File: config.mk
export PLATFORM = sky130hd
export DESIGN_NAME = config_chain_loader
export DESIGN_NICKNAME = d
export VERILOG_FILES = /design/src/rtl/config_chain_loader.sv
export SDC_FILE = /design/constraint.sdc
export NUM_CORES = 1
export LEC_CHECK = 0
export CAP_MARGIN = 20
export CORE_ASPECT_RATIO = 1.2
export CORE_MARGIN = 5
export CORE_UTILIZATION = 30
export CTS_CLUSTER_DIAMETER = 120
export DETAILED_ROUTE_END_ITERATION = 7
export GPL_TIMING_DRIVEN = 0
export PLACE_DENSITY = 0.55
export SLEW_MARGIN = 20
export SYNTH_ARGS = -nofsm -noshare
export SYNTH_HDL_FRONTEND = slang
export SYNTH_SLANG_ARGS = --single-unit
File: constraint.sdc
create_clock -name clk -period 5.45 [get_ports clk]
set_input_delay 0.545 -clock clk [delete_from_list [all_inputs] [get_ports clk]]
set_output_delay 0.545 -clock clk [all_outputs]
set_load 0.01 [all_outputs]
File: src/rtl/config_chain_loader.sv
// Host-side writer for the fabric configuration shift chain: takes bitstream words on a
// valid/ready stream, shifts them LSB-first onto the chain head, then pulses set to commit.
module config_chain_loader #(
  parameter int WORD_W = 32,
  parameter int LEN_W  = 20
) (
  input  logic              clk,
  input  logic              rst,
  input  logic              start,
  input  logic [LEN_W-1:0]  len,
  input  logic              s_valid,
  output logic              s_ready,
  input  logic [WORD_W-1:0] s_data,
  output logic              cen,
  output logic              shift_out,
  output logic              set_out,
  output logic              busy,
  output logic              done,
  output logic [2:0]        dbg_state
);

  localparam int CNT_W = $clog2(WORD_W + 1);

  typedef enum logic [2:0] {
    S_IDLE  = 3'd0,
    S_LOAD  = 3'd1,
    S_SHIFT = 3'd2,
    S_SET   = 3'd3,
    S_DONE  = 3'd4
  } state_t;

  state_t              r_state;
  state_t              w_next;
  logic [LEN_W-1:0]    r_rem;
  logic [WORD_W-1:0]   r_shreg;
  logic [CNT_W-1:0]    r_wcnt;
  logic [CNT_W-1:0]    w_wcnt_load;

  // Stream handshake: a word transfers on any cycle where s_valid && s_ready are both high
  // at the rising edge; s_ready is high only in LOAD and s_data is taken whole into r_shreg.
  assign w_wcnt_load = (r_rem >= LEN_W'(WORD_W)) ? CNT_W'(WORD_W) : CNT_W'(r_rem);

  always_ff @(posedge clk) begin
    if (rst) begin
      r_state <= S_IDLE;
    end else begin
      r_state <= w_next;
    end
  end

  always_comb begin
    w_next = r_state;
    case (r_state)
      S_IDLE:  if (start) w_next = (len != '0) ? S_LOAD : S_SET;
      S_LOAD:  if (s_valid) w_next = S_SHIFT;
      // Last bit of the stream wins over end-of-word so a final partial word goes straight to SET.
      S_SHIFT: begin
        if (r_rem == LEN_W'(1))      w_next = S_SET;
        else if (r_wcnt == CNT_W'(1)) w_next = S_LOAD;
      end
      S_SET:   w_next = S_DONE;
      S_DONE:  w_next = S_IDLE;
      default: w_next = S_IDLE;
    endcase
  end

  always_ff @(posedge clk) begin
    if (rst) begin
      r_rem   <= '0;
      r_shreg <= '0;
      r_wcnt  <= '0;
    end else begin
      case (r_state)
        S_IDLE: if (start) r_rem <= len;
        S_LOAD: begin
          if (s_valid) begin
            r_shreg <= s_data;
            r_wcnt  <= w_wcnt_load;
          end
        end
        S_SHIFT: begin
          r_shreg <= r_shreg >> 1;
          r_wcnt  <= r_wcnt - CNT_W'(1);
          r_rem   <= r_rem - LEN_W'(1);
        end
        default: ;
      endcase
    end
  end

  assign s_ready   = (r_state == S_LOAD);
  assign cen       = (r_state == S_SHIFT);
  assign shift_out = (r_state == S_SHIFT) && r_shreg[0];
  assign set_out   = (r_state == S_SET);
  assign done      = (r_state == S_DONE);
  assign busy      = (r_state == S_LOAD) || (r_state == S_SHIFT) || (r_state == S_SET);
  assign dbg_state = r_state;

endmodule

Fig. 1: gate families picked out
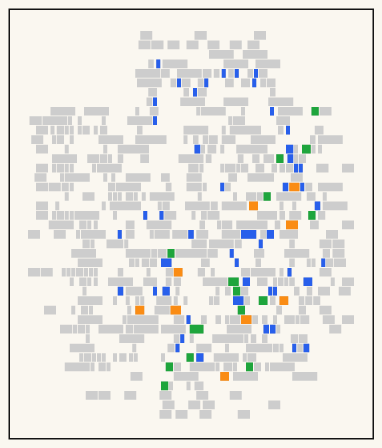
Green is and/or cells, cells 15. Orange is non-inverting ao/oa cells, cells 9. Blue is nand cells, cells 49.
non-filler cells, final: 617
Top cell excl fill/tap: nor2_1

Fig. 2: cell density map
10 x 12 tiles, from white (low) to dark blue (high), 0 to 100% covered.
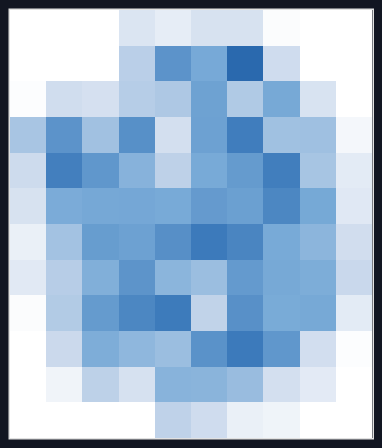
20% of the tiles are nearly empty. The fullest tile reaches 77%. 0.80% of the tiles are over 75% full. The mean over all tiles is 32%.
Finished Core Util: 40.6%
Core Util at FP: 30.5%
core area: 10500 sq um

==> qor.yml <==
status: "finished clean"
vdd_drop_max_uv: 133
clk_pin_slew_worst_paths_ps: 50
crit_end: "shift_out"
critPathSlowestCell: "clkdlybuf4s50_1"
nets: 544
crit_chain: "clkbuf_1 > or3b_1 > inv_1 > buf_4 > buf_4 > and2_1 > clkdlybuf4s50_1"
mostFrequentLayoutCells: "nor2_1 (95), clkdlybuf4s50_1 (62), dfxtp_1 (61)"
drv_slew: 0
whs_endpoint: "r_shreg[6]"
yosys_area_sq_um: 3190
met1_usage_pct: 19.1
cp_slowest_stage_delay_ps: 530
cts.repair.resized: 0
worst_ep_arrival_time_ps: 2700
synth_cells: 410
r2r_slack_ps: 3130
largest_area_cell: "dfxtp_1"
drive_above_1_share_pct: 7.58
synth_seq_share_pct: 38.3
grt_max_degree: 11
path_depth: 7
synthArstFlopShare_pct: 0
placed_cell_area_sq_um: 3970
clkPwrFrac_pct: 38.8
die-area_sq_um: 12800
route.met2.wl_mm: 4.89
critPathLaunchType: "register"
hold_violations: 0
grt_busiest_layer: "met2"
clock-sinks: 61
nFillCells: 1116
m1WireLength_mm: 4.42
finalCritPeriodShare_pct: 59.6
Fig. 3: wiring by layer
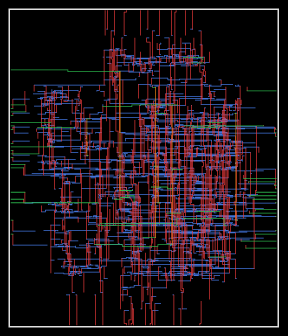
Green is M3, wire length 538 um. Orange is M4, wire length 229 um. Red is M2, wire length 4890 um. Blue is M1, wire length 4420 um.
total vias in the final route: 3315
Routed wire per std cell: 16.3 um
GRT Resource Usage Total: 16.2%
DRT Wirelength: 10.1 mm

-- area by class of cell --
cell class,count,share of cell area [%]
sequential,61,28.7
inverter,6,0.530
multi-input combinational,313,42.4
tap,129,3.80
timing repair buffer,62,14.6
clock inverter,4,0.530
clock buffer,12,6.04
buffer,30,3.30
-- through the flow --
stage | setup WS, ps | std cells | hold slack (ps) | power [mW]
floorplan | 3350 | 410 | 432 | 0.728
global placement | 2570 | 601 | 443 | 0.841
detailed placement | 2540 | 601 | 447 | 0.845
CTS | 2200 | 617 | 455 | 1.38
global route | 2100 | 617 | 484 | 1.44
finish | 2200 | 617 | 453 | 1.37
-- state kept, by name (all words and copies together) (netlist names) --
name and cells:
r_wcnt 6, r_shreg 32, dbg_state 3, r_rem 20
Power figures rest on the tool's default switching activity, not on a simulated workload.
